## src/rtl/snake_collision_ctrl.sv

```systemverilog
// snake_collision_ctrl
// Game-control and collision block for the snake game. Latches head overlaps
// seen during the frame scan, resolves them on the frame update tick into a
// collision code and the IDLE/PLAY/GAME_OVER state, and keeps the apple score.
module snake_collision_ctrl #(
    parameter int BIT         = 10,
    parameter int H_ACTIVE    = 640,
    parameter int V_ACTIVE    = 480,
    parameter int BORDER      = 10,
    parameter int OVER_FRAMES = 120,
    parameter int HOLD        = 2
) (
    input  logic           clk,
    input  logic           reset,
    input  logic [BIT-1:0] x_pos,
    input  logic [BIT-1:0] y_pos,
    input  logic           snake_head_active,
    input  logic           snake_body_active,
    input  logic           apple_active,
    input  logic           update,
    input  logic           start,
    output logic [1:0]     collision,
    output logic [1:0]     game_state,
    output logic           apple_respawn,
    output logic [7:0]     score
);

    typedef enum logic [1:0] {
        ST_IDLE = 2'b00,
        ST_PLAY = 2'b01,
        ST_OVER = 2'b11
    } state_t;

    localparam logic [1:0] COL_NONE  = 2'b00;
    localparam logic [1:0] COL_FATAL = 2'b01;
    localparam logic [1:0] COL_APPLE = 2'b10;

    // Screen geometry expressed at coordinate width to keep compares width-exact
    localparam logic [BIT-1:0] X_END      = BIT'(H_ACTIVE);
    localparam logic [BIT-1:0] Y_END      = BIT'(V_ACTIVE);
    localparam logic [BIT-1:0] X_LO_WALL  = BIT'(BORDER);
    localparam logic [BIT-1:0] Y_LO_WALL  = BIT'(BORDER);
    localparam logic [BIT-1:0] X_HI_WALL  = BIT'(H_ACTIVE - BORDER);
    localparam logic [BIT-1:0] Y_HI_WALL  = BIT'(V_ACTIVE - BORDER);
    // The first apple cycle is the load edge itself, so the counter holds the
    // number of extra cycles still to show
    localparam logic [3:0]     HOLD_EXTRA = 4'(HOLD - 1);
    localparam logic [7:0]     OVER_LAST  = 8'(OVER_FRAMES - 1);

    state_t     state_q, state_d;
    logic [1:0] collision_q, collision_d;
    logic       respawn_q, respawn_d;
    logic [7:0] score_q, score_d;
    logic [3:0] hold_cnt_q, hold_cnt_d;
    logic [7:0] frame_cnt_q, frame_cnt_d;
    logic       start_q, start_d;
    logic       hit_apple_q, hit_apple_d;
    logic       hit_self_q, hit_self_d;
    logic       hit_wall_q, hit_wall_d;

    logic       pix_valid;
    logic       wall_pix;
    logic       start_rise;

    // Pixel qualification and wall detection for the current scan position
    always_comb begin
        pix_valid = (x_pos < X_END) && (y_pos < Y_END);
        wall_pix  = pix_valid && ((x_pos < X_LO_WALL) || (x_pos >= X_HI_WALL) ||
                                  (y_pos < Y_LO_WALL) || (y_pos >= Y_HI_WALL));
        start_rise = start && !start_q;
    end

    // Next-state, latch, score and collision-code logic
    always_comb begin
        state_d     = state_q;
        collision_d = collision_q;
        respawn_d   = 1'b0;
        score_d     = score_q;
        hold_cnt_d  = hold_cnt_q;
        frame_cnt_d = frame_cnt_q;
        start_d     = start;
        hit_apple_d = hit_apple_q;
        hit_self_d  = hit_self_q;
        hit_wall_d  = hit_wall_q;

        // Apple display window runs down on its own; it ends by returning to none
        if (hold_cnt_q != 4'd0) begin
            hold_cnt_d = hold_cnt_q - 4'd1;
        end else if (collision_q == COL_APPLE) begin
            collision_d = COL_NONE;
        end

        // Sticky hit latches: only armed in PLAY, a hit on the update cycle is dropped
        if (state_q == ST_PLAY && !update) begin
            if (snake_head_active && apple_active && pix_valid) hit_apple_d = 1'b1;
            if (snake_head_active && snake_body_active && pix_valid) hit_self_d = 1'b1;
            if (snake_head_active && wall_pix) hit_wall_d = 1'b1;
        end
        if (update) begin
            hit_apple_d = 1'b0;
            hit_self_d  = 1'b0;
            hit_wall_d  = 1'b0;
        end

        case (state_q)
            ST_IDLE: begin
                if (start_rise) begin
                    state_d     = ST_PLAY;
                    score_d     = 8'd0;
                    collision_d = COL_NONE;
                    hold_cnt_d  = 4'd0;
                    hit_apple_d = 1'b0;
                    hit_self_d  = 1'b0;
                    hit_wall_d  = 1'b0;
                end
            end
            ST_PLAY: begin
                if (update) begin
                    if (hit_wall_q || hit_self_q) begin
                        state_d     = ST_OVER;
                        collision_d = COL_FATAL;
                        hold_cnt_d  = 4'd0;
                        frame_cnt_d = 8'd0;
                    end else if (hit_apple_q) begin
                        collision_d = COL_APPLE;
                        hold_cnt_d  = HOLD_EXTRA;
                        respawn_d   = 1'b1;
                        if (score_q != 8'hFF) score_d = score_q + 8'd1;
                    end else begin
                        collision_d = COL_NONE;
                        hold_cnt_d  = 4'd0;
                    end
                end
            end
            ST_OVER: begin
                collision_d = COL_FATAL;
                if (update) begin
                    if (frame_cnt_q == OVER_LAST) begin
                        state_d     = ST_IDLE;
                        collision_d = COL_NONE;
                    end else begin
                        frame_cnt_d = frame_cnt_q + 8'd1;
                    end
                end
            end
            default: begin
                state_d     = ST_IDLE;
                collision_d = COL_NONE;
            end
        endcase
    end

    // State and output registers with asynchronous active-low reset
    always_ff @(posedge clk or negedge reset) begin
        if (!reset) begin
            state_q     <= ST_IDLE;
            collision_q <= COL_NONE;
            respawn_q   <= 1'b0;
            score_q     <= 8'd0;
            hold_cnt_q  <= 4'd0;
            frame_cnt_q <= 8'd0;
            start_q     <= 1'b0;
            hit_apple_q <= 1'b0;
            hit_self_q  <= 1'b0;
            hit_wall_q  <= 1'b0;
        end else begin
            state_q     <= state_d;
            collision_q <= collision_d;
            respawn_q   <= respawn_d;
            score_q     <= score_d;
            hold_cnt_q  <= hold_cnt_d;
            frame_cnt_q <= frame_cnt_d;
            start_q     <= start_d;
            hit_apple_q <= hit_apple_d;
            hit_self_q  <= hit_self_d;
            hit_wall_q  <= hit_wall_d;
        end
    end

    assign collision     = collision_q;
    assign game_state    = state_q;
    assign apple_respawn = respawn_q;
    assign score         = score_q;

endmodule

```

## config.mk

```make
export PLATFORM = sky130hd
export DESIGN_NAME = snake_collision_ctrl
export DESIGN_NICKNAME = d
export VERILOG_FILES = /design/src/rtl/snake_collision_ctrl.sv
export SDC_FILE = /design/constraint.sdc
export NUM_CORES = 1
export LEC_CHECK = 0
export CORE_MARGIN = 1.5
export CORE_UTILIZATION = 34
export CTS_CLUSTER_DIAMETER = 200
export CTS_CLUSTER_SIZE = 20
export DETAILED_ROUTE_END_ITERATION = 16
export MAX_ROUTING_LAYER = met4
export SLEW_MARGIN = 20
export SYNTH_ARGS = -nofsm -noshare
export SYNTH_HDL_FRONTEND = slang
export SYNTH_SLANG_ARGS = --single-unit
```

## constraint.sdc

```tcl
create_clock -name clk -period 2.8 [get_ports clk]
set_clock_uncertainty 0.1 [all_clocks]
set_input_delay 0.84 -clock clk [delete_from_list [all_inputs] [get_ports clk]]
set_output_delay 0.84 -clock clk [all_outputs]
set_load 0.03 [all_outputs]
```

gates.png
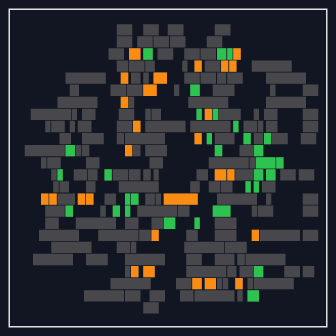
[nand cells] green | cells: 31 | most used: nand2_1
[aoi and oai cells] orange | cells: 27 | most used: a21oi_1

clock_wires.png
Scale bar: 20 um.
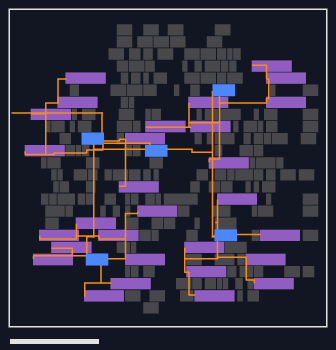
[flip-flops] purple | count: 29
[clock-net drivers] blue | count: 5
[clock wires] orange | length: 400 um
routed clock nets: 6

==> CHANGELOG.md <==
## Flow update

- Final Max Tran Viols: 0
- Tap Count: around 52
- Dominant cell area share: 0.4603
- Post-synth seq share: 0.4603
- Crit share post-route: 0.9439
- Worst EP arrival: between 2 and 3 ns
- Post-route minimum period: between 2 and 3 ns
- Util after Layout: 0.4850
- Root Driver: clkbuf_8
- Die height: 71.10 um
- Combinational share of cell area: 0.3723
- Final setup fails: 0
- Registers: 29
- # fillers: ~410
- Layout cells sized above 1: 0.1315
- Crit Path Class: in2reg
- Latency at later pin: ~0.28 ns
- Initial antenna violation count: 0
- Setup crit end: score[7]
- Unrepaired setup endpoints after global routing: no
- Worst slew pin tran: approximately 0.67 ns
- Internal power: approximately 940 uW
- First-pass DRT Iterations: 3
- Part of the power in registers: 0.406
- CTS Hold Bufs: 0
- CP delay by family, top: simple AND/OR/NAND/NOR gates
- Non-clock buffer share: 0.2022
- Top cells, area: dfrtp_1, nor2_1, a21oi_1
- Non-clk bufs: around 45
- WHS: between 0.4 and 0.5 ns
- Setup slack after layout: about 0.16 ns
- Clock network power share: 0.266
- Drt total wl: 3707 um
- Main flop type after synthesis: dfrtp_1
- Maximum fanout along the worst path: 3
- Via count of the first global-routing pass: between 1000 and 1500
- Nets: 242
- Dpl hpwl: 2825 um
- Inverters: 5
- Lkg Pwr: ~0.92 nW
- Type of the most critical hold path: reg2reg
- Final std cells w/o fill: approximately 270
- Chip area in the Yosys report: between 1500 and 2000 um^2
- Worst Path Required: around 2.9 ns
- Status: finished clean
- Starting DRT DRC Count: roughly 71
- CTS tree: done
- Total power: roughly 1.4 mW
- Comb power frac: 0.328
- Async S/R FF share, synth: 1.000
- I/O Pins: roughly 40
- Post-Syn Nets: 194
- Reg clk slew, reported paths: 0.06 ns
- Setup_tns: 0 ns
- Grt peak-use layer: met2
- Achievable frequency: 378.4 MHz
- # port buffers: 38
- Tool warning count: 27
- CP startpoint kind: input pin
- Reg2reg start: game_state[0]
- Clock tree buffer depth: 2
- Design Area, Final: about 2100 um^2
- Vias post-DR: 1412
- Worst path cell trace: clkdlybuf4s50_1, or4b_4, a22oi_4, nand2_4, or4_1, a21oi_1
- Post-CTS setup buffer count: 0
- Mean post-synth cell area: approximately 9.6 um^2
- Pin count of the biggest net entering global routing: 30
- Leading cell kind: logic gates
- Pwr Density: 668.0 nW/um^2
- Slowest CP cell: clkdlybuf4s50_1
- Biggest area consumer among synthesized cells: dfrtp_1
- First-pass GRT wire length: about 6100 um
- Relative slew slack: 0.5492
- Switching Share: 0.3421
- Count leader, synth: dfrtp_1
- R2R setup slack: 0.51 ns
- Grt met1 use: 0.1771
- CP bufs+invs: 1
- Synth unique cells: roughly 46
- Met2 Use GR: 0.2679
- Resize count post-CTS: 0
- RD Place Congestion: approximately 0.85
- Cell area after synthesis: 1577 um^2
- Gate Area: about 800 um^2
- Worst IR drop on VDD: slightly below 0.0004 V
- Fp util: 0.3571
- Met3 Use GR: 0.03704
- Total GRT Usage: 0.1576
- Comb_multi_in: 126
- Synthesized instance count: about 160
- Number of buffers created by CTS: 5
- Commonest cells in the netlist: dfrtp_1, nor2_1, a21oi_1, nand2_1, nand3_1
- Post-DP Area: slightly above 2000 um^2
- R2r worst-path depth: 5
- Fin. Hold Viols: 0
- Synthesis Warnings: 0
- Seq/total area: 0.3390
- Chip Area: just over 5000 um^2
- Yosys cell count: roughly 160
- Vias per cell: roughly 5.3
- Max cap viols: 0
- CP startpoint: start
- Setup Slack @ Placement: -0.1157 ns
- Wirelength per Cell: around 14 um
- Die x size: 71.10 um
- Switching power total: about 500 uW
- Reg2reg end: score[7]
- Placed insts: about 260
- Count of library flops with an enable pin: 0
- Register Area: roughly 730 um^2
- Critical Path End Type: flop
- Area Growth Syn to Fin: 35.79%
- H-tree Lvls: 2
- WP depth: 6
- Rows: 24
- Synthesized flop and latch total: 29
- Clock buf/inv share: 0.04734
- Detailed-route DRC error count: 0
- Clk_buf instances: 7
- Antenna viol nets, final: 0
worst min-delay path by stage:
stage                   start        endpoint  depth (start not counted)
3_3_place_gp     collision[0]    collision[0]                          1
3_5_place_dp   frame_cnt_q[1]  frame_cnt_q[1]                          1
5_1_grt              score[0]        score[0]                          1
2_1_floorplan  frame_cnt_q[1]  frame_cnt_q[1]                          1
4_1_cts              score[0]        score[0]                          1
6_report       frame_cnt_q[1]  frame_cnt_q[1]                          1
cell usage in the layout (no fill, tap or decap), drive strengths merged, types with 2 or more instances in the layout:
cell	count
clkdlybuf4s50	38
o31ai	2
or2	2
a21o	2
xor2	4
a31o	2
clkbuf	7
nor4	3
or3b	2
o21ai	8
buf	7
or3	3
nand3b	2
nor4b	2
xnor2	5
a21oi	11
ha	3
nand4	8
dfrtp	29
inv	5
nand2	12
nor2	22
nand3	8
nor3	4
and3	4
cells by family (layout without fill, tap and decap cells):
group                    after synthesis  in the layout  share of synthesized area
AND/OR/NAND/NOR                       79             79                     0.2778
AND-OR/OR-AND                         33             33                     0.1405
flip-flops                            29             29                     0.4603
XOR/XNOR                               9              9                    0.05000
buffers and inverters                  9             58                    0.03413
adder cells (fa/ha/maj)                3              3                    0.02381
multiplexers                           2              2                    0.01349
routing by layer:
layer,up-vias,wire length [um]
met5,-,0
met4,0,70
met3,10,104
li1,696,-
met2,19,1892
met1,687,1639
sequential cells by signal, summed over array words and instances, names as in the netlist, 2 cells and up:
signal	cells
frame_cnt_q	8
score	8
hold_cnt_q	4
collision	2
game_state	2
power by group through the flow:
stage / Combinational, mW / Sequential, mW / Clock [mW]
detailed placement: 0.472 / 0.588 / 0
floorplan: 0.247 / 0.626 / 0
CTS: 0.474 / 0.580 / 0.391
global route: 0.522 / 0.593 / 0.414
global placement: 0.455 / 0.578 / 0
finish: 0.470 / 0.580 / 0.380
No activity file was given, so power comes from the tool's default toggle rates.
